`src/rtl/step_segment_sequencer.sv`:
```
// Step segment sequencer: buffers {reduction, count, dir} segments from the
// host side and launches them one at a time on a single-axis step pulse
// generator, enforcing DIR setup time and a guard window that masks a stale
// finish flag right after each start strobe.
//
// state | meaning
// ------+-----------------------------------------------------------
// IDLE  | no active segment; pops the FIFO head when run is high
// SETUP | direction just changed; holding DIR before the start strobe
// START | one-cycle gen_start strobe to the generator
// GUARD | gen_finish ignored while the generator clears its done flag
// RUN   | waiting for gen_finish to close out the segment
module step_segment_sequencer #(
  parameter int DEPTH     = 8,
  parameter int DIR_SETUP = 4,
  parameter int GUARD     = 2
) (
  input  logic                     clk,
  input  logic                     reset,
  input  logic                     cmd_valid,
  output logic                     cmd_ready,
  input  logic [31:0]              cmd_reduction,
  input  logic [30:0]              cmd_count,
  input  logic                     cmd_dir,
  input  logic                     run,
  input  logic                     abort,
  output logic                     gen_start,
  output logic [31:0]              gen_reduction,
  output logic [30:0]              gen_count,
  input  logic                     gen_finish,
  output logic                     dir,
  output logic                     busy,
  output logic [$clog2(DEPTH):0]   level,
  output logic                     seg_done,
  output logic [15:0]              seg_total
);

  localparam int AW = $clog2(DEPTH);
  localparam int CW = 16;

  typedef enum logic [2:0] {
    S_IDLE,
    S_SETUP,
    S_START,
    S_GUARD,
    S_RUN
  } state_t;

  state_t          state_q, state_d;
  logic [CW-1:0]   cnt_q, cnt_d;
  logic [31:0]     gen_red_q, gen_red_d;
  logic [30:0]     gen_cnt_q, gen_cnt_d;
  logic            dir_q, dir_d;
  logic            seg_done_q, seg_done_d;
  logic [15:0]     seg_total_q, seg_total_d;

  logic [AW:0]     wr_ptr_q, rd_ptr_q;
  logic [63:0]     mem_q [DEPTH];
  logic [AW:0]     level_w;
  logic            full, empty, push, pop;
  logic [63:0]     head;
  logic [31:0]     push_red;

  assign level_w   = wr_ptr_q - rd_ptr_q;
  assign full      = (level_w == (AW+1)'(DEPTH));
  assign empty     = (level_w == '0);
  assign cmd_ready = !reset && !full && !abort;
  assign push      = cmd_valid && cmd_ready;
  // An abort in the same cycle flushes the queue, so the head is not launched.
  assign pop       = (state_q == S_IDLE) && run && !empty && !abort;
  assign head      = mem_q[rd_ptr_q[AW-1:0]];
  assign push_red  = (cmd_reduction == 32'd0) ? 32'd1 : cmd_reduction;

  // Segment storage; contents need no reset since the pointers qualify them.
  always_ff @(posedge clk) begin
    if (push) begin
      mem_q[wr_ptr_q[AW-1:0]] <= {push_red, cmd_count, cmd_dir};
    end
  end

  // FIFO pointers; abort empties the queue in one cycle.
  always_ff @(posedge clk) begin
    if (reset || abort) begin
      wr_ptr_q <= '0;
      rd_ptr_q <= '0;
    end else begin
      if (push) wr_ptr_q <= wr_ptr_q + 1'b1;
      if (pop)  rd_ptr_q <= rd_ptr_q + 1'b1;
    end
  end

  // FSM and output registers.
  always_ff @(posedge clk) begin
    if (reset) begin
      state_q     <= S_IDLE;
      cnt_q       <= '0;
      gen_red_q   <= '0;
      gen_cnt_q   <= '0;
      dir_q       <= 1'b0;
      seg_done_q  <= 1'b0;
      seg_total_q <= '0;
    end else begin
      state_q     <= state_d;
      cnt_q       <= cnt_d;
      gen_red_q   <= gen_red_d;
      gen_cnt_q   <= gen_cnt_d;
      dir_q       <= dir_d;
      seg_done_q  <= seg_done_d;
      seg_total_q <= seg_total_d;
    end
  end

  // Next-state logic; the generator cannot be cancelled once started, so
  // only SETUP reacts to abort.
  always_comb begin
    state_d     = state_q;
    cnt_d       = cnt_q;
    gen_red_d   = gen_red_q;
    gen_cnt_d   = gen_cnt_q;
    dir_d       = dir_q;
    seg_done_d  = 1'b0;
    seg_total_d = seg_total_q;
    case (state_q)
      S_IDLE: begin
        if (pop) begin
          gen_red_d = head[63:32];
          gen_cnt_d = head[31:1];
          if (head[0] != dir_q) begin
            dir_d   = head[0];
            cnt_d   = CW'(DIR_SETUP - 1);
            state_d = S_SETUP;
          end else begin
            state_d = S_START;
          end
        end
      end
      S_SETUP: begin
        if (abort) begin
          state_d = S_IDLE;
        end else if (cnt_q == '0) begin
          state_d = S_START;
        end else begin
          cnt_d = cnt_q - 1'b1;
        end
      end
      S_START: begin
        cnt_d   = CW'(GUARD - 1);
        state_d = S_GUARD;
      end
      S_GUARD: begin
        if (cnt_q == '0) begin
          state_d = S_RUN;
        end else begin
          cnt_d = cnt_q - 1'b1;
        end
      end
      S_RUN: begin
        if (gen_finish) begin
          state_d     = S_IDLE;
          seg_done_d  = 1'b1;
          seg_total_d = seg_total_q + 16'd1;
        end
      end
      default: state_d = S_IDLE;
    endcase
  end

  assign gen_start     = (state_q == S_START);
  assign gen_reduction = gen_red_q;
  assign gen_count     = gen_cnt_q;
  assign dir           = dir_q;
  assign busy          = (state_q != S_IDLE) || !empty;
  assign level         = level_w;
  assign seg_done      = seg_done_q;
  assign seg_total     = seg_total_q;

endmodule

```
`config.mk`:
```
export PLATFORM = sky130hd
export DESIGN_NAME = step_segment_sequencer
export DESIGN_NICKNAME = d
export VERILOG_FILES = /design/src/rtl/step_segment_sequencer.sv
export SDC_FILE = /design/constraint.sdc
export NUM_CORES = 1
export LEC_CHECK = 0
export ABC_AREA = 1
export CELL_PAD_IN_SITES_DETAIL_PLACEMENT = 1
export CELL_PAD_IN_SITES_GLOBAL_PLACEMENT = 1
export CORE_MARGIN = 1.5
export CORE_UTILIZATION = 48
export DETAILED_ROUTE_END_ITERATION = 10
export GPL_ROUTABILITY_DRIVEN = 0
export GPL_TIMING_DRIVEN = 0
export PLACE_DENSITY = 0.91
export SYNTH_ARGS = -nofsm -noshare
export SYNTH_HDL_FRONTEND = slang
export SYNTH_SLANG_ARGS = --single-unit
```
`constraint.sdc`:
```
create_clock -name clk -period 8.4 [get_ports clk]
set_input_delay 1.68 -clock clk [delete_from_list [all_inputs] [get_ports clk]]
set_output_delay 1.68 -clock clk [all_outputs]
set_load 0.02 [all_outputs]
```
==> run summary, run 1 <==
Here are the numbers from the latest Yosys + OpenROAD run.

The flow ran to the end, and the final reports show no timing, DRC or antenna violations. After the first detailed-routing iteration, the DRC count stood at 2477. The H-tree level count is 2. The routed metal-1 wire length came out at 31000 um. The largest voltage drop on the vdd net is 0.000177 V. The power dissipated by switching net loads came out at 0.00164 W. The number of clock sinks seen by CTS came out at 623.

The total met3 wirelength after detailed routing is 8420 um. The chip area line of the yosys report is 24500 um^2. The area of the die is 52400 um^2.

The flop share of the area came out at 59.8%. The clock tree buffer depth is 3. Setup repair after global routing left no endpoint under its margin.

The multi-input logic cell count is 1270. Summed over the clock group, the power is 0.00287 W. The per-cell routed wire length came out at 28.8 um. The final timing report derives a shortest allowable period of 5410 ps.

The final count of hold timing violations is 0. The fraction of area in clock buffers and inverters came out at 6.93%. The minimum hold slack is 506 ps. The headroom to the max-slew limit came out at 35.7%. For reference, the top cells by count after synthesis are edfxtp_1, o21ai_0, nor2_1.

The number of buffer cells added on primary ports is 157. The number of buffers inserted for hold repair after clock tree synthesis came out at 0. The total power is 0.00680 W. After layout the signal buffers, clock cells excluded, come to 8.92% of cell area. For reference, the critical path cell chain is clkdlybuf4s50_1 -> nor2_1 -> nand2_1 -> inv_1 -> clkdlybuf4s50_1. The post-detailed-placement half-perimeter wirelength is 53700 um. The launching instance or port of the critical path is reset. Leaving out fill and tap cells, the most frequent cells in the layout are edfxtp_1, o21ai_0, nor2_1, nand2_1, clkdlybuf4s50_1.

The largest individual stage delay along the critical path comes from the cell clkdlybuf4s50_1. The power report lists the combinational group at 0.000514 W. Yosys reports the multiplexer fraction of the synthesized area as 0%. The most area-hungry cell type in the Yosys netlist is edfxtp_1. In this run the most critical hold path is launched from seg_total[3]$_SDFFE_PP0P_. The commonest register cell is edfxtp_1. For hold timing, the worst endpoint is seg_total[3]$_SDFFE_PP0P_.

The cell-mix breakdown from Yosys lists the adder-cell area share as 0.439%. Per the run report, area growth between synthesis and finish was 20.0%.
==> run_1/final_placement.png <==
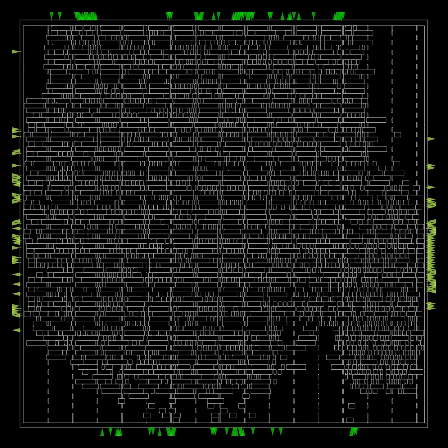
final core utilization: 58.5%
core region area: 50300 um^2

==> run_1/registers.png <==
Scale: 2 px per um. Other sequential cells in the stronger gray, the rest of the logic in the fainter gray.
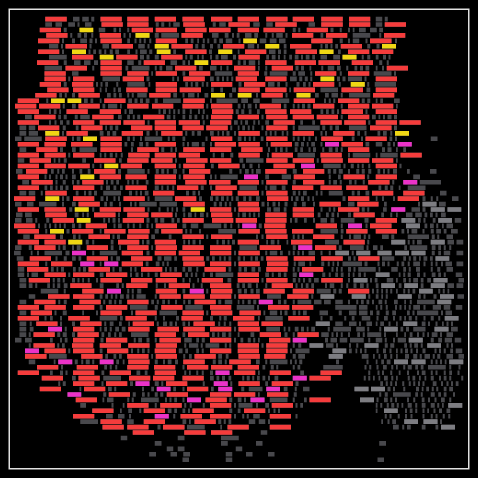
mem_q -> red  # placed flops 512, where spread over the die
gen_count -> yellow  # placed flops 31
gen_reduction -> magenta  # placed flops 32
not colored = 48

==> run_1/metal_stack.png <==
Scale: 1.5 px per um. Only two layers are drawn.
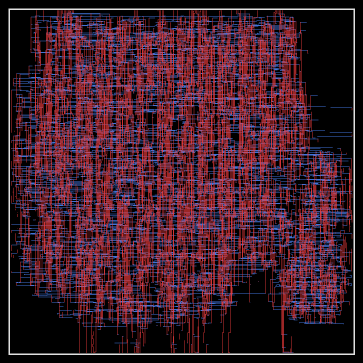
met1 -> blue  # wire length 31.0 mm
met2 -> red  # wire length 44.3 mm

==> run_1/met3.png <==
Scale: 1.5 px per um.
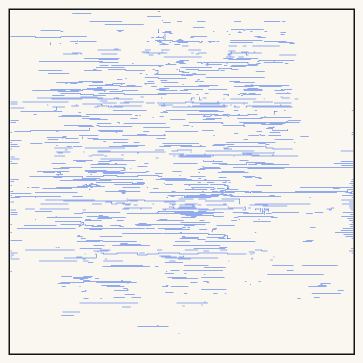
longest straight run = 79.8 um
wire length on this layer = 8420 um
main direction = horizontal
final WL: 89100 um
global routing usage on met3: 6.09%
Vias: 19700

==> run_1/cell_classes.png <==
Scale: 1 px per um.
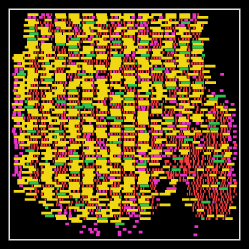

==> run 2, diff against run 1 <==
Clock period 8.4 ns to 5.3 ns, I/O delays scaled along.
==> run_2/cell_classes.png <==
Scale: 1 px per um.
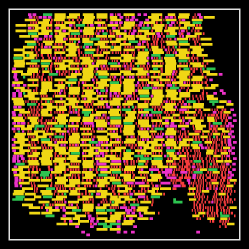
all other logic -> red  # cells 1350, share of their area 22%
other buffers and delay cells -> magenta  # cells 333, share of their area 9.3%
clock drivers and dummy loads -> green  # cells 121, share of their area 7.5%
flops -> yellow  # cells 623, share of their area 61%
flip-flop and latch share of the layout cell area: 59.5%
area of all placed cells without fillers: 29600 um^2
final core utilization: 58.8%
standard-cell rows: 82

==> run_2/met3.png <==
Scale: 1.5 px per um.
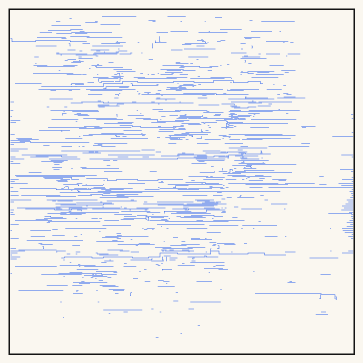
nets with wire on the layer = 462
wire length on this layer = 8510 um
longest straight run = 121 um
main direction = horizontal
share of all routed wire = 9.4%

==> run_2/registers.png <==
Scale: 2 px per um. Other sequential cells in the stronger gray, the rest of the logic in the fainter gray.
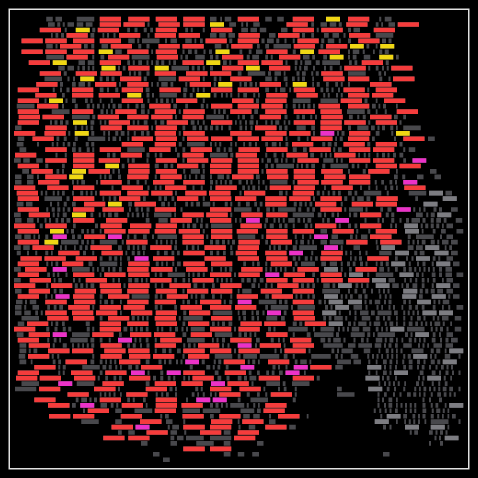
gen_reduction -> magenta  # placed flops 32
gen_count -> yellow  # placed flops 31
mem_q -> red  # placed flops 512, where spread over the die
not colored = 48

==> run 2 against run 1 <==
Compared with the run above:
- synthesized cell count stayed put
- sequential power is 58% higher
- combinational power up 58%
- non-clock buffer count decreased by 2
- first-iteration DRC count rose by 5.8%
- total power is 61% higher
- die size is the same
- count of clock-buffer cells in the layout up 7
- worst setup slack worse by 1900 ps
==> run summary, run 2 <==
Here are the numbers from the latest Yosys + OpenROAD run.

After synthesis, the chip area reported by Yosys is 24500 um^2. Input and output buffers added on the ports amount to 157. Hold timing on the final database bottoms out at a slack of 499 ps.

The routing usage on met3 came out at 6.71%. The headroom to the max-slew limit came out at 26.7%. The power dissipated by switching net loads is 0.00267 W. The power drawn by the combinational cells came out at 0.000812 W. The routed metal-1 wire length came out at 31500 um. In this run, the number of DRC markers left after iteration 0 of detailed routing was 2621. The fraction of synthesized area in multiplexers is 0%. The post-detailed-placement half-perimeter wirelength came out at 54000 um. The area of the die came out at 52400 um^2. Wires add up to 90700 um. Clock tree buffers and inverters occupy 7.25% of the routed design's cell area. 1270 cells are multi-input combinational gates. The per-cell routed wire length is 29.3 um. The clock network power came out at 0.00475 W. The flow ran to the end, and the final reports show no timing, DRC or antenna violations.

The terminating pin of the worst hold path is cnt_q[15]$_SDFFE_PP0P_. The number of clock sinks seen by CTS came out at 623. The area share of fa/ha/maj cells after synthesis came out at 0.439%. Setup repair after global routing left no endpoint under its margin.

The most critical setup path has its startpoint at reset. The placeable core region is 50300 um^2. Per the synthesis report, the dominant area consumer among library cells is edfxtp_1. The cell with the largest stage delay on the worst path is clkdlybuf4s50_1.
Power figures rest on the tool's default switching activity, not on a simulated workload.
